### Wires at chosen ports, followed through buffers, run 1

Bar = 20 um.
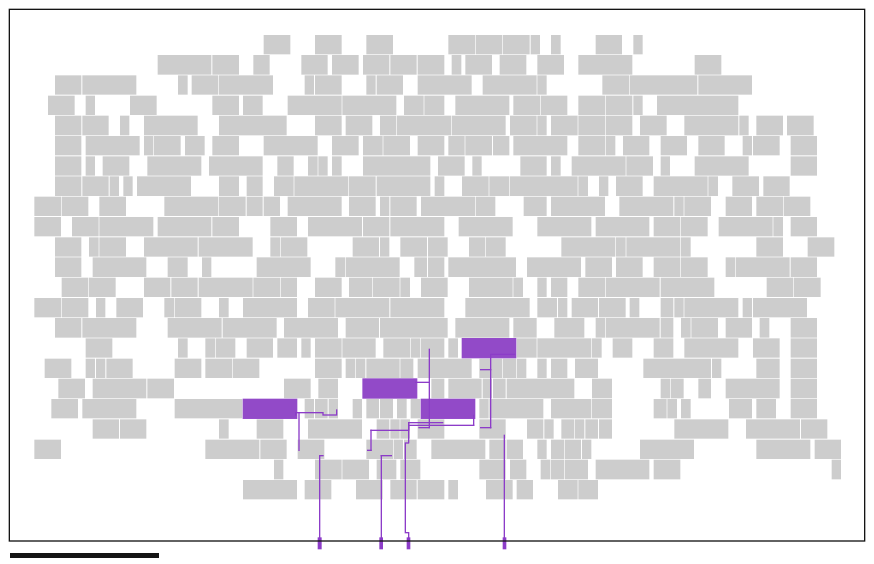
### Cell classes on the final placement, run 1

Fill, decap, tap and diode cells in grey.
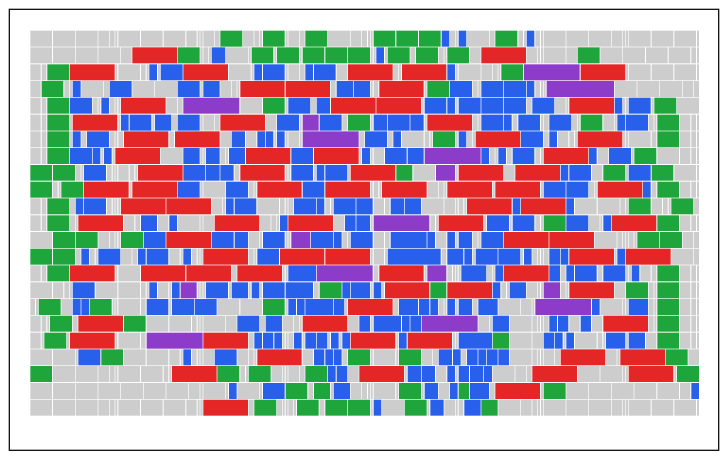
### Wiring heat map, run 1

The die is cut into 23 by 14 equal tiles; dark blue is low, red is high, scaled to the fullest tile. Values are wire area over tile area, all layers added.
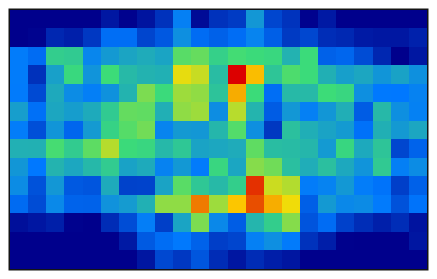
### config.mk
export PLATFORM = sky130hd
export DESIGN_NAME = dac_update_sched
export DESIGN_NICKNAME = d
export VERILOG_FILES = /design/src/rtl/dac_pkg.sv /design/src/rtl/rr_arb4.sv /design/src/rtl/dac_update_sched.sv
export SDC_FILE = /design/constraint.sdc
export NUM_CORES = 1
export LEC_CHECK = 0
export CORE_ASPECT_RATIO = 0.6
export CORE_MARGIN = 3
export CORE_UTILIZATION = 48
export DETAILED_ROUTE_END_ITERATION = 10
export PLACE_DENSITY = 0.79
export SETUP_SLACK_MARGIN = 0.15
export SYNTH_ARGS = -nofsm -noshare
export SYNTH_HDL_FRONTEND = slang
export SYNTH_HIERARCHICAL = 1
export SYNTH_SLANG_ARGS = --single-unit
### constraint.sdc
create_clock -name clk -period 2.8 [get_ports clk]
set_clock_uncertainty 0.15 [all_clocks]
set_input_delay 0.28 -clock clk [delete_from_list [all_inputs] [get_ports clk]]
set_output_delay 0.28 -clock clk [all_outputs]
set_load 0.005 [all_outputs]
### src/rtl/dac_pkg.sv
// Shared definitions for the quad 12-bit DAC update scheduler.
// Frame word layout (24 bits): {cmd[3:0], addr[3:0], data[11:0], 4'b0000}.
package dac_pkg;

  localparam int unsigned NCH    = 4;
  localparam int unsigned DW     = 12;
  localparam int unsigned WORD_W = 24;

  // Field offsets within the frame word
  localparam int unsigned CMD_LSB  = 20;
  localparam int unsigned ADDR_LSB = 16;
  localparam int unsigned DATA_LSB = 4;

  // Command nibbles
  localparam logic [3:0] CMD_WRUPD = 4'b0011;
  localparam logic [3:0] CMD_PWRDN = 4'b0100;
  localparam logic [3:0] CMD_NOP   = 4'b1111;

  localparam logic [3:0] ADDR_ALL  = 4'b1111;

  typedef enum logic {
    ST_INIT,
    ST_RUN
  } sched_state_t;

  function automatic logic [WORD_W-1:0] mk_word(input logic [3:0]    cmd,
                                                input logic [3:0]    addr,
                                                input logic [DW-1:0] data);
    return {cmd, addr, data, 4'h0};
  endfunction

endpackage

### src/rtl/rr_arb4.sv
// Combinational 4-way round-robin picker.
// Ports:
//   req       - request vector, one bit per channel
//   ptr       - highest-priority channel; search runs upward with wrap 3->0
//   gnt_valid - at least one request present
//   gnt       - first requesting channel at or after ptr
module rr_arb4 (
  input  logic [3:0] req,
  input  logic [1:0] ptr,
  output logic       gnt_valid,
  output logic [1:0] gnt
);

  logic [1:0] idx;

  always_comb begin
    gnt_valid = 1'b0;
    gnt       = ptr;
    idx       = ptr;
    for (int unsigned i = 0; i < 4; i++) begin
      idx = ptr + 2'(i);
      if (!gnt_valid && req[idx]) begin
        gnt_valid = 1'b1;
        gnt       = idx;
      end
    end
  end

endmodule

### src/rtl/dac_update_sched.sv
// Scheduler in front of the 24-bit SPI shift engine for a quad 12-bit DAC.
// Coalesces per-channel sample updates (latest wins), grants one pending
// channel per frame in round-robin order and presents the next frame word.
// After reset an all-channel init write is presented; idle/disabled frames
// carry NOP words.
// Ports:
//   clk, reset   - clock, synchronous active-high reset
//   enable       - 1: schedule channel writes; 0: NOP frames only
//   ch_wr        - per-channel write strobe
//   ch_data      - per-channel sample, channel n at [12n+11:12n]
//   frame_ena    - engine has latched spi_word for transmission
//   spi_word     - word for the next frame
//   sent_valid   - pulse: a channel write frame was just latched
//   sent_ch      - channel of that frame
//   pending      - per-channel pending flags
//   overrun      - sticky: channel written while already pending
//   clr_overrun  - clears overrun (a simultaneous overrun event wins)
module dac_update_sched
  import dac_pkg::*;
#(
  parameter logic [DW-1:0] INIT_VAL = 12'h800
) (
  input  logic                clk,
  input  logic                reset,
  input  logic                enable,
  input  logic [NCH-1:0]      ch_wr,
  input  logic [NCH*DW-1:0]   ch_data,
  input  logic                frame_ena,
  output logic [WORD_W-1:0]   spi_word,
  output logic                sent_valid,
  output logic [1:0]          sent_ch,
  output logic [NCH-1:0]      pending,
  output logic [NCH-1:0]      overrun,
  input  logic                clr_overrun
);

  sched_state_t      state_q, state_d;
  logic [WORD_W-1:0] spi_word_q, spi_word_d;
  logic [NCH-1:0]    pending_q, pending_d;
  logic [NCH-1:0]    overrun_q, overrun_d;
  logic [1:0]        rr_ptr_q, rr_ptr_d;
  logic [DW-1:0]     hold_q [NCH];
  logic [DW-1:0]     hold_d [NCH];
  logic              sent_valid_q, sent_valid_d;
  logic [1:0]        sent_ch_q, sent_ch_d;
  // Describes the word currently on spi_word, reported once the engine latches it
  logic              cur_wr_q, cur_wr_d;
  logic [1:0]        cur_ch_q, cur_ch_d;

  logic [NCH-1:0]    req;
  logic              gnt_valid;
  logic [1:0]        gnt;
  logic              take;

  assign req = pending_q & {NCH{enable}};

  rr_arb4 u_arb (
    .req       (req),
    .ptr       (rr_ptr_q),
    .gnt_valid (gnt_valid),
    .gnt       (gnt)
  );

  assign take = frame_ena && gnt_valid;

  always_comb begin
    state_d      = state_q;
    spi_word_d   = spi_word_q;
    pending_d    = pending_q;
    overrun_d    = clr_overrun ? '0 : overrun_q;
    rr_ptr_d     = rr_ptr_q;
    hold_d       = hold_q;
    sent_valid_d = 1'b0;
    sent_ch_d    = sent_ch_q;
    cur_wr_d     = cur_wr_q;
    cur_ch_d     = cur_ch_q;

    if (frame_ena) begin
      state_d = ST_RUN;
      if (state_q == ST_RUN && cur_wr_q) begin
        sent_valid_d = 1'b1;
        sent_ch_d    = cur_ch_q;
      end
      if (gnt_valid) begin
        spi_word_d     = mk_word(CMD_WRUPD, {2'b00, gnt}, hold_q[gnt]);
        pending_d[gnt] = 1'b0;
        rr_ptr_d       = gnt + 2'd1;
        cur_wr_d       = 1'b1;
        cur_ch_d       = gnt;
      end else begin
        spi_word_d = mk_word(CMD_NOP, 4'h0, '0);
        cur_wr_d   = 1'b0;
      end
    end

    // Capture after the grant clear: a write landing on the granting cycle
    // re-arms pending with the new value, and the old value counts as consumed.
    for (int unsigned n = 0; n < NCH; n++) begin
      if (ch_wr[n]) begin
        hold_d[n]    = ch_data[n*DW +: DW];
        pending_d[n] = 1'b1;
        if (pending_q[n] && !(take && gnt == 2'(n)))
          overrun_d[n] = 1'b1;
      end
    end
  end

  always_ff @(posedge clk) begin
    if (reset) begin
      state_q      <= ST_INIT;
      spi_word_q   <= mk_word(CMD_WRUPD, ADDR_ALL, INIT_VAL);
      pending_q    <= '0;
      overrun_q    <= '0;
      rr_ptr_q     <= '0;
      sent_valid_q <= 1'b0;
      sent_ch_q    <= '0;
      cur_wr_q     <= 1'b0;
      cur_ch_q     <= '0;
      for (int unsigned n = 0; n < NCH; n++) hold_q[n] <= '0;
    end else begin
      state_q      <= state_d;
      spi_word_q   <= spi_word_d;
      pending_q    <= pending_d;
      overrun_q    <= overrun_d;
      rr_ptr_q     <= rr_ptr_d;
      sent_valid_q <= sent_valid_d;
      sent_ch_q    <= sent_ch_d;
      cur_wr_q     <= cur_wr_d;
      cur_ch_q     <= cur_ch_d;
      hold_q       <= hold_d;
    end
  end

  assign spi_word   = spi_word_q;
  assign sent_valid = sent_valid_q;
  assign sent_ch    = sent_ch_q;
  assign pending    = pending_q;
  assign overrun    = overrun_q;

endmodule

==> flow_metrics.py, run 1 <==
# Generated from Yosys and OpenROAD reports
metrics = {
    "synthesis": {
        "syn-cell-area_mm2": 0.00341,
        "ys_warn_count": 6,
        "synth-edff-count": 0,
        "ys.flop_type": "dfxtp_1",
        "numSynthFlops": 81,
        "yosys_area_mm2": 0.00341,
        "synth_top_area_share_pct": 47.6,
        "ys_seq_share_pct": 47.6,
        "async_flop_share_pct": 0,
        "ys_cells": 341,
        "top_cells_by_area": "dfxtp_1 48%, mux2i_1 21%, nor2_1 7.0%",
        "synth_cells": 341,
        "avgSynthCellArea_um2": 10.0,
    },
    "placement": {
        "dpl.hpwl_um": 5950,
        "gp_congestion": 0.784,
        "dpl.cell_count": 490,
        "portBuffers": 85,
    },
    "worst_hold_path": {
        "worstHoldStart": "reset",
        "min_to": "spi_word[22]",
        "holdPathStages": 2,
    },
    "global_routing": {
        "grt_overflow": 0,
        "grt_pass1_vias": 2611,
        "grt_use_total_pct": 21.3,
        "grt_first_pass_wirelength_um": 13400,
        "antenna_found_initial": 0,
        "grt_max_degree": 42,
    },
    "sta": {
        "layout_min_cycle_time_ps": 2410,
        "tightest_slew_ps": 879,
        "setup_viol": 0,
        "hold_viol": 0,
        "period_used_pct": 86.2,
        "fmax_mhz": 414,
        "relSlewSlack_pct": 41.2,
    },
    "detailed_routing": {
        "drc": 0,
        "vias_per_cell": 5.23,
        "vias": 2648,
        "dr_wl_met3_um": 668,
        "wl_um": 8420,
        "drtIter0Drc": 183,
        "dr.pass1.iters": 4,
        "ant_nets": 0,
        "routedWlPerCell_um": 16.6,
        "drt-met1-wl_um": 4130,
        "wl_met2_um": 3580,
    },
    "cells_and_area": {
        "mostFrequentLayoutCells": "84 x clkdlybuf4s50_1, 81 x dfxtp_1, 73 x mux2i_1",
        "area_delta_synth_final_pct": 32.2,
        "diodes": 0,
        "final_nets": 475,
        "lay_top_count": "clkdlybuf4s50_1",
        "fin_cells": 506,
    },
    "clock_tree": {
        "clk_transition_reported_paths_ps": 60,
        "numCtsBuffers": 9,
        "hold_buffers": 0,
        "clkLatencyLatePin_ps": 340,
        "clk_path_buf_depth": 2,
        "cts_tree": "yes",
        "htreeDepth": 3,
        "cts_sinks": 81,
        "cts-root-buf": "clkbuf_16",
        "cts_resized": 0,
    },
    "power": {
        "p_int_mw": 2.15,
        "p_leak_nw": 2.00,
        "switchingPower_mw": 0.734,
        "combPwrFrac_pct": 14.9,
        "ir_worst_vdd_mv": 0.356,
        "p_sw_share_pct": 25.5,
        "power_frac_seq_pct": 43.9,
    },
    "die": {
        "fp.coreArea_mm2": 0.00679,
        "io_pins": 92,
        "die_h_um": 71.3,
        "fp.dieW_um": 115,
        "rows": 23,
        "fp_util_pct": 50.2,
        "dieArea_mm2": 0.00818,
    },
    "setup_path": {
        "crit_path_start": "enable",
        "cp.required_ps": 2890,
        "r2r_setup_slack_ps": 400,
        "arrival_ps": 2500,
        "crit_type": "primary input to flop",
        "r2r-end": "overrun[0]",
        "timing.rr.start": "pending[2]",
        "cp_max_fo": 27,
        "r2r_cells": 10,
    },
    "status": {
        "status": "finished clean",
    },
    "job": {
        "warnings": 29,
        "cap_violations": 0,
    },
}
About 'Wires at chosen ports, followed through buffers':
[purple] overrun | bits: 4 | direction: output | end cells: 4 | buffers: 4 | wire: 119 um

About 'Cell classes on the final placement':
[blue] combinational and other logic | cells: 232 | share of their area: 36%
[red] sequential cells | cells: 81 | share of their area: 37%
[purple] clock drivers and dummy loads | cells: 16 | share of their area: 6.9%
[green] remaining buffers and delay cells | cells: 90 | share of their area: 20%

About 'Wiring heat map':
tiles over half the peak: 12%
nearly empty tiles: 13%
emptiest ninth of the die: lower left

-- run 1: through the flow --
step | total power, mW | setup WS, ps | hold slack [ps] | instance area, um^2 | util, %
2_1_floorplan | 1.55 | 641 | 277 | 3420 | -
3_3_place_gp | 1.70 | 256 | 291 | 4200 | 61.9
6_report | 2.88 | 386 | 281 | 4510 | 66.4
5_1_grt | 2.99 | 253 | 296 | 4510 | 66.4
3_5_place_dp | 1.71 | 102 | 294 | 4200 | 61.9
4_1_cts | 2.90 | 438 | 277 | 4510 | 66.4
-- run 1: final cells by class --
| class | instances | area (um^2) |
|---|---|---|
| Clock buffer | 9 | 225 |
| Clock inverter | 7 | 78.8 |
| Fill cell | 560 | 2280 |
| Inverter | 7 | 26.3 |
| Multi-Input combinational cell | 225 | 1560 |
| Sequential cell | 81 | 1620 |
| Tap cell | 87 | 109 |
| Timing Repair Buffer | 90 | 883 |
-- run 1: cell families after synthesis --
logic type               count (synthesis)  synth area share, %
other                                    2                0.220
buffers and inverters                   39                 7.05
AND/OR/NAND/NOR                         96                 13.0
multiplexers                            74                 21.8
flip-flops                              81                 47.6
AND-OR/OR-AND                           45                 8.95
adder cells (fa/ha/maj)                  4                 1.47
-- run 1: Yosys cell counts, drive strengths merged, types with 4 or more instances --
cell and count:
dfxtp 81, ha 4, a21oi 11, and2 4, a21o 13, mux2i 73, inv 7, nand3 6
o22ai 11, buf 28, nor2 64, nand2 11, clkbuf 4
-- run 1: power groups by stage --
stage / logic, mW / registers (mW) / clock network (mW)
after detailed placement: 0.424 / 1.29 / 0
after global routing: 0.464 / 1.27 / 1.26
final: 0.429 / 1.27 / 1.19
after global placement: 0.412 / 1.29 / 0
after CTS: 0.429 / 1.27 / 1.20
after floorplan: 0.268 / 1.28 / 0
-- run 1: state kept, by name, summed over array words and instances, names as in the netlist --
| name | count |
|---|---|
| hold_q | 48 |
| sent_ch | 2 |
| cur_ch_q | 2 |
| rr_ptr_q | 2 |
| sent_valid | 1 |
| spi_word | 16 |
| state_q | 1 |
| cur_wr_q | 1 |
| overrun | 4 |
| pending | 4 |
-- run 1: worst max-delay path by stage --
stage / depth (start not counted) / end
final: 11 / overrun[0]
after global routing: 10 / overrun[0]
after CTS: 11 / overrun[0]
after detailed placement: 11 / overrun[1]
after global placement: 9 / spi_word[8]
after floorplan: 9 / overrun[0]
-- run 1: worst max-delay path: stages --
cell	delay (ps)
clkdlybuf4s50_1	490
and2_1	200
nor2b_1	230
o21ai_0	100
nand2_1	80
buf_4	390
inv_1	120
ha_1	200
nand3_1	80
nand2_1	80
o31ai_1	220
-- run 1: routing by layer --
layer	vias to the layer above	track usage (%)
li1	1305	-
met1	1245	30.6
met2	89	31.5
met3	9	7.59
met4	0	3.91
met5	-	0
--- run 2 (diff from run 1) ---
--- a/config.mk
+++ b/config.mk
@@ -7,9 +7,10 @@
 export LEC_CHECK = 0
 export CORE_ASPECT_RATIO = 0.6
 export CORE_MARGIN = 3
-export CORE_UTILIZATION = 48
+export CORE_UTILIZATION = 50
+export CTS_BUF_LIST = sky130_fd_sc_hd__clkbuf_8
 export DETAILED_ROUTE_END_ITERATION = 10
-export PLACE_DENSITY = 0.79
+export PLACE_DENSITY = 0.82
 export SETUP_SLACK_MARGIN = 0.15
 export SYNTH_ARGS = -nofsm -noshare
 export SYNTH_HDL_FRONTEND = slang
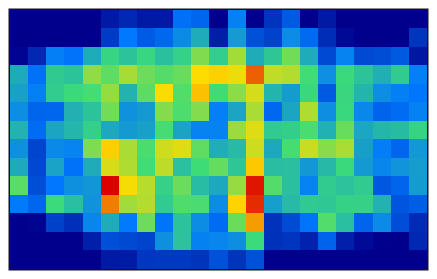
*Wiring heat map, run 2*
The die is cut into 23 by 14 equal tiles; dark blue is low, red is high, scaled to the fullest tile. Values are wire area over tile area, all layers added.
mean over tiles: 0.17
fullest tile: 0.50
densest ninth of the die: centre
tiles over half the peak: 23%

==> flow_metrics.py, run 2 <==
# Generated from Yosys and OpenROAD reports
metrics = {
    "status": {
        "status": "finished clean",
    },
    "job": {
        "warnings": 29,
        "cap_violations": 0,
    },
    "cells_and_area": {
        "final_nets": 476,
        "diodes": 0,
        "nFillCells": 504,
        "area_delta_synth_final_pct": 29.2,
        "largest_register": "hold_q",
    },
    "global_routing": {
        "grt_use_total_pct": 21.3,
        "grt_overflow": 0,
        "antenna_found_initial": 0,
        "grt_first_pass_wirelength_um": 13200,
        "grt_max_degree": 72,
    },
    "power": {
        "combPwrFrac_pct": 17.1,
        "p_int_mw": 1.85,
        "ir_worst_vdd_mv": 0.295,
        "power_frac_seq_pct": 50.1,
        "p_sw_share_pct": 26.6,
    },
    "clock_tree": {
        "clk_transition_reported_paths_ps": 90,
        "hold_buffers": 0,
        "htreeDepth": 3,
        "numCtsBuffers": 9,
        "cts_tree": "yes",
        "cts_sinks": 81,
        "clkLatencyLatePin_ps": 350,
        "clk_path_buf_depth": 2,
        "cts_resized": 0,
    },
    "die": {
        "io_pins": 92,
        "fp.coreArea_mm2": 0.00636,
        "rows": 22,
        "die_h_um": 70.0,
        "fp.dieW_um": 113,
    },
    "synthesis": {
        "numSynthFlops": 81,
        "aoi_share_pct": 8.95,
        "mux_share_pct": 21.8,
        "ys_seq_share_pct": 47.6,
        "common_cells": "81 x dfxtp_1, 73 x mux2i_1, 64 x nor2_1",
        "yosys_area_mm2": 0.00341,
        "top_cells_by_area": "dfxtp_1 48%, mux2i_1 21%, nor2_1 7.0%",
        "synth_cells": 341,
        "ys.flop_type": "dfxtp_1",
        "synth-edff-count": 0,
    },
    "sta": {
        "hold_viol": 0,
        "setup_viol": 0,
        "fmax_mhz": 434,
        "setup_ws_ps": 498,
        "layout_min_cycle_time_ps": 2300,
        "tightest_slew_ps": 930,
    },
    "detailed_routing": {
        "wl_um": 8360,
        "drc": 0,
        "drtIter0Drc": 146,
        "wl_met2_um": 3520,
        "vias": 2630,
        "dr_wl_met3_um": 452,
    },
    "setup_path": {
        "r2r_setup_slack_ps": 520,
        "r2r-end": "spi_word[10]",
        "cp.required_ps": 2900,
    },
    "worst_hold_path": {
        "min_to": "overrun[1]",
        "worstHoldStart": "overrun[1]",
        "holdPathStages": 2,
    },
    "placement": {
        "portBuffers": 85,
        "dp_slack_ps": 216,
        "dpl.hpwl_um": 6070,
    },
}
-- run 2: cell counts after synthesis --
No cell type changed its count.
-- run 2: worst max-delay path by stage --
stage	cells after the start	slack, ps	start	end
2_1_floorplan	9	640	pending[2]	overrun[0]
4_1_cts	9	590	enable	spi_word[9]
5_1_grt	9	380	enable	spi_word[8]
3_3_place_gp	9	300	enable	spi_word[9]
6_report	9	500	enable	spi_word[10]
3_5_place_dp	9	220	enable	spi_word[9]
-- run 2: layer usage --
metal / vias up / track usage (%)
met5: - / 0
met4: 0 / 4.80
met3: 9 / 5.97
met2: 79 / 30.6
met1: 1234 / 31.6
li1: 1308 / -
-- run 2: power by group through the flow --
stage	clock network [mW]	logic (mW)	registers [mW]
after global routing	0.889	0.469	1.27
after detailed placement	0	0.429	1.29
after global placement	0	0.417	1.29
final	0.828	0.432	1.26
after floorplan	0	0.268	1.28
after CTS	0.839	0.431	1.26
-- run 2: final cells by class --
| cell class | count | area [um^2] | area share [%] |
|---|---|---|---|
| clock buffer | 12 | 165 | 3.75 |
| multi-input combinational | 225 | 1560 | 35.5 |
| inverter | 7 | 26.3 | 0.596 |
| clock inverter | 4 | 33.8 | 0.767 |
| sequential | 81 | 1620 | 36.8 |
| timing repair buffer | 91 | 891 | 20.2 |
| tap | 84 | 105 | 2.39 |
-- run 2: logic make-up after synthesis --
family	count (synthesis)
buffers and inverters	39
flip-flops	81
AND-OR/OR-AND	45
adder cells (fa/ha/maj)	4
other	2
multiplexers	74
AND/OR/NAND/NOR	96
-- run 2: per-stage QoR --
step | instance area (um^2) | cells | hold slack, ps | utilization (%)
floorplan | 3420 | 345 | 277 | -
global placement | 4210 | 488 | 294 | 66.2
detailed placement | 4210 | 488 | 294 | 66.2
CTS | 4410 | 504 | 312 | 69.3
global route | 4410 | 504 | 323 | 69.3
finish | 4410 | 504 | 308 | 69.3
-- run 2: critical path, stage by stage --
cell and delay (ps):
clkdlybuf4s50_1 490, and2_1 200, nor2b_1 210, o21ai_0 100, nand2_1 130, buf_4 300, mux2i_1 370, o22ai_1 140
a21o_1 160
--- run 3 (diff from run 2) ---
==> constraint.sdc (replaced) <==
create_clock -name clk -period 2.2 [get_ports clk]
set_clock_uncertainty 0.15 [all_clocks]
set_input_delay 0.22 -clock clk [delete_from_list [all_inputs] [get_ports clk]]
set_output_delay 0.22 -clock clk [all_outputs]
set_load 0.005 [all_outputs]
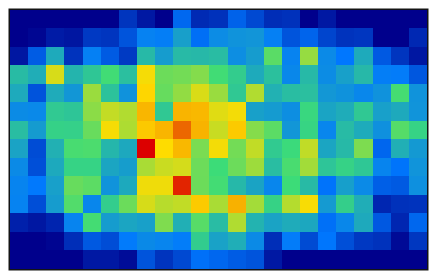
*Wiring heat map, run 3*
The die is cut into 23 by 14 equal tiles; dark blue is low, red is high, scaled to the fullest tile. Values are wire area over tile area, all layers added.
nearly empty tiles: 9.9%
fullest tile: 0.54
mean over tiles: 0.19

==> flow_metrics.py, run 3 <==
# Generated from Yosys and OpenROAD reports
metrics = {
    "setup_path": {
        "cp.required_ps": 2320,
        "crit_type": "flop to flop",
        "cp_max_fo": 4,
        "crit_chain": "and2_4 > nor2b_4 > a21o_1 > a221oi_4 > buf_4 > inv_1 > ha_2 > nand3_2 > nand2_2 > o31ai_2",
        "slowest_stage": "dfxtp_2",
        "critPathMaxStageDelay_ps": 330,
        "arrival_ps": 2150,
    },
    "detailed_routing": {
        "dr.pass1.iters": 4,
        "routedWlPerCell_um": 17.7,
        "ant_nets": 0,
        "vias": 2771,
        "wl_um": 9110,
        "drc": 0,
        "vias_per_cell": 5.37,
        "drtIter0Drc": 214,
    },
    "global_routing": {
        "grt_overflow": 0,
        "grt_pass1_vias": 2690,
        "grt_use_total_pct": 22.6,
        "antenna_found_initial": 0,
        "grt_first_pass_wirelength_um": 13800,
        "grt_max_degree": 46,
    },
    "sta": {
        "setup_tns_ps": 0,
        "layout_min_cycle_time_ps": 2020,
        "period_used_pct": 92.0,
        "finalMaxSlewViolations": 0,
        "relSlewSlack_pct": 47.8,
        "fin_hold_ws_ps": 206,
        "setup_viol": 0,
        "tightest_slew_ps": 780,
        "fmax_mhz": 494,
        "hold_viol": 0,
    },
    "cells_and_area": {
        "largest_register": "hold_q",
        "largest_register_ffs": 48,
        "nFillCells": 431,
        "drive_gt1_share_pct": 17.1,
        "area_delta_synth_final_pct": 39.7,
        "diodes": 0,
        "final_area_mm2": 0.00476,
        "final_nets": 488,
        "fin_cells": 516,
        "fin_util_pct": 74.9,
        "mostFrequentLayoutCells": "83 x clkdlybuf4s50_1, 77 x dfxtp_1, 67 x mux2i_1",
        "lay_top_count": "clkdlybuf4s50_1",
    },
    "synthesis": {
        "common_cells": "81 x dfxtp_1, 73 x mux2i_1, 64 x nor2_1",
        "yosys_area_mm2": 0.00341,
        "ys.flop_type": "dfxtp_1",
        "numSynthFlops": 81,
        "ys_warn_count": 6,
        "top_cells_by_area": "dfxtp_1 48%, mux2i_1 21%, nor2_1 7.0%",
        "synth_top_area_share_pct": 47.6,
        "synthMostInstantiatedCell": "dfxtp_1",
        "syn-cell-area_mm2": 0.00341,
        "ys_seq_share_pct": 47.6,
        "synth-edff-count": 0,
        "ys_cells": 341,
        "synth_cells": 341,
        "avgSynthCellArea_um2": 10.0,
        "async_flop_share_pct": 0,
    },
    "clock_tree": {
        "htreeDepth": 3,
        "numCtsBuffers": 9,
        "cts_sinks": 81,
        "clk_transition_reported_paths_ps": 80,
        "clkLatencyLatePin_ps": 360,
        "cts-root-buf": "clkbuf_8",
        "clk_path_buf_depth": 2,
        "hold_buffers": 0,
        "cts_tree": "yes",
    },
    "power": {
        "ir_worst_vdd_mv": 0.445,
        "p_leak_nw": 2.08,
    },
    "die": {
        "rows": 22,
        "die_h_um": 70.0,
        "dieArea_mm2": 0.00788,
        "fp.dieW_um": 113,
        "fp.coreArea_mm2": 0.00636,
        "io_pins": 92,
        "fp_util_pct": 53.6,
    },
    "job": {
        "cap_violations": 0,
        "warnings": 30,
    },
    "placement": {
        "dpl.hpwl_um": 6230,
        "gp_congestion": 0.816,
        "dpl.cell_count": 495,
        "portBuffers": 85,
        "placed_cell_area_mm2": 0.00428,
    },
    "worst_hold_path": {
        "holdCritPathClass": "primary input to flop",
    },
    "status": {
        "status": "finished clean",
    },
}
==> run 3: cell counts after synthesis <==
No cell type changed its count.
==> run 3: kinds of logic (layout without fill, tap and decap cells) <==
kind of cell | after synthesis | count (layout) | synth area share, %
muxes | 74 | 74 | 21.8
and+or+nand+nor | 96 | 97 | 13.0
other | 2 | 6 | 0.220
adders and majority gates | 4 | 4 | 1.47
DFF | 81 | 81 | 47.6
buffers and inverters | 39 | 125 | 7.05
AOI/OAI and AO/OA | 45 | 45 | 8.95
==> run 3: critical path: cells and delay by family (launching register included) <==
family,cells,cell delay (ps)
buffers and inverters,2,220
AND-OR/OR-AND,3,670
AND/OR/NAND/NOR,4,400
adder cells (fa/ha/maj),1,170
flip-flops,1,330
==> run 3: layout make-up <==
type	count	area, um^2	share of cell area, %
Inverter	7	26.3	0.552
Sequential cell	81	1630	34.1
Multi-Input combinational cell	226	1740	36.6
Clock buffer	10	138	2.89
Tap cell	84	105	2.21
Clock inverter	6	115	2.42
Timing Repair Buffer	102	1010	21.2
==> run 3: what timing repair did <==
action | CTS | global route
setup endpoints to repair | 21 | 21
setup buffers | 3 | 1
gates resized | 12 | 33
cloned | 0 | 1
pin swaps | 5 | 7
==> run 3: path summary, 6_finish.rpt <==
check	start	end	slack [ps]	cells past startpoint
hold reg to reg	spi_word[5]	spi_word[5]	320	1
setup reg to reg	pending[2]	overrun[0]	180	10
setup / recovery	pending[2]	overrun[0]	180	10
hold / removal	reset	hold_q[41]	210	2
==> run 3: per-layer routing <==
layer	up-vias	share of wire [%]	GRT usage (%)
li1	1332	-	-
met2	104	44	32.3
met1	1323	46	30.9
met3	12	8.3	8.83
met4	0	1.4	7.47
met5	-	0	0
==> run 3: power breakdown <==
part | internal, mW | switching [mW] | leakage, nW | total (mW)
Clock | 0.788 | 0.550 | 0.123 | 1.34
Combinational | 0.366 | 0.305 | 1.29 | 0.672
Sequential | 1.55 | 0.0592 | 0.668 | 1.61
==> run 3: per-stage QoR <==
stage / power, mW / setup WS (ps)
2_1_floorplan: 1.97 / 185
3_3_place_gp: 2.19 / -174
3_5_place_dp: 2.21 / -352
4_1_cts: 3.56 / 153
5_1_grt: 3.76 / 105
6_report: 3.62 / 176
Power figures rest on the tool's default switching activity, not on a simulated workload.
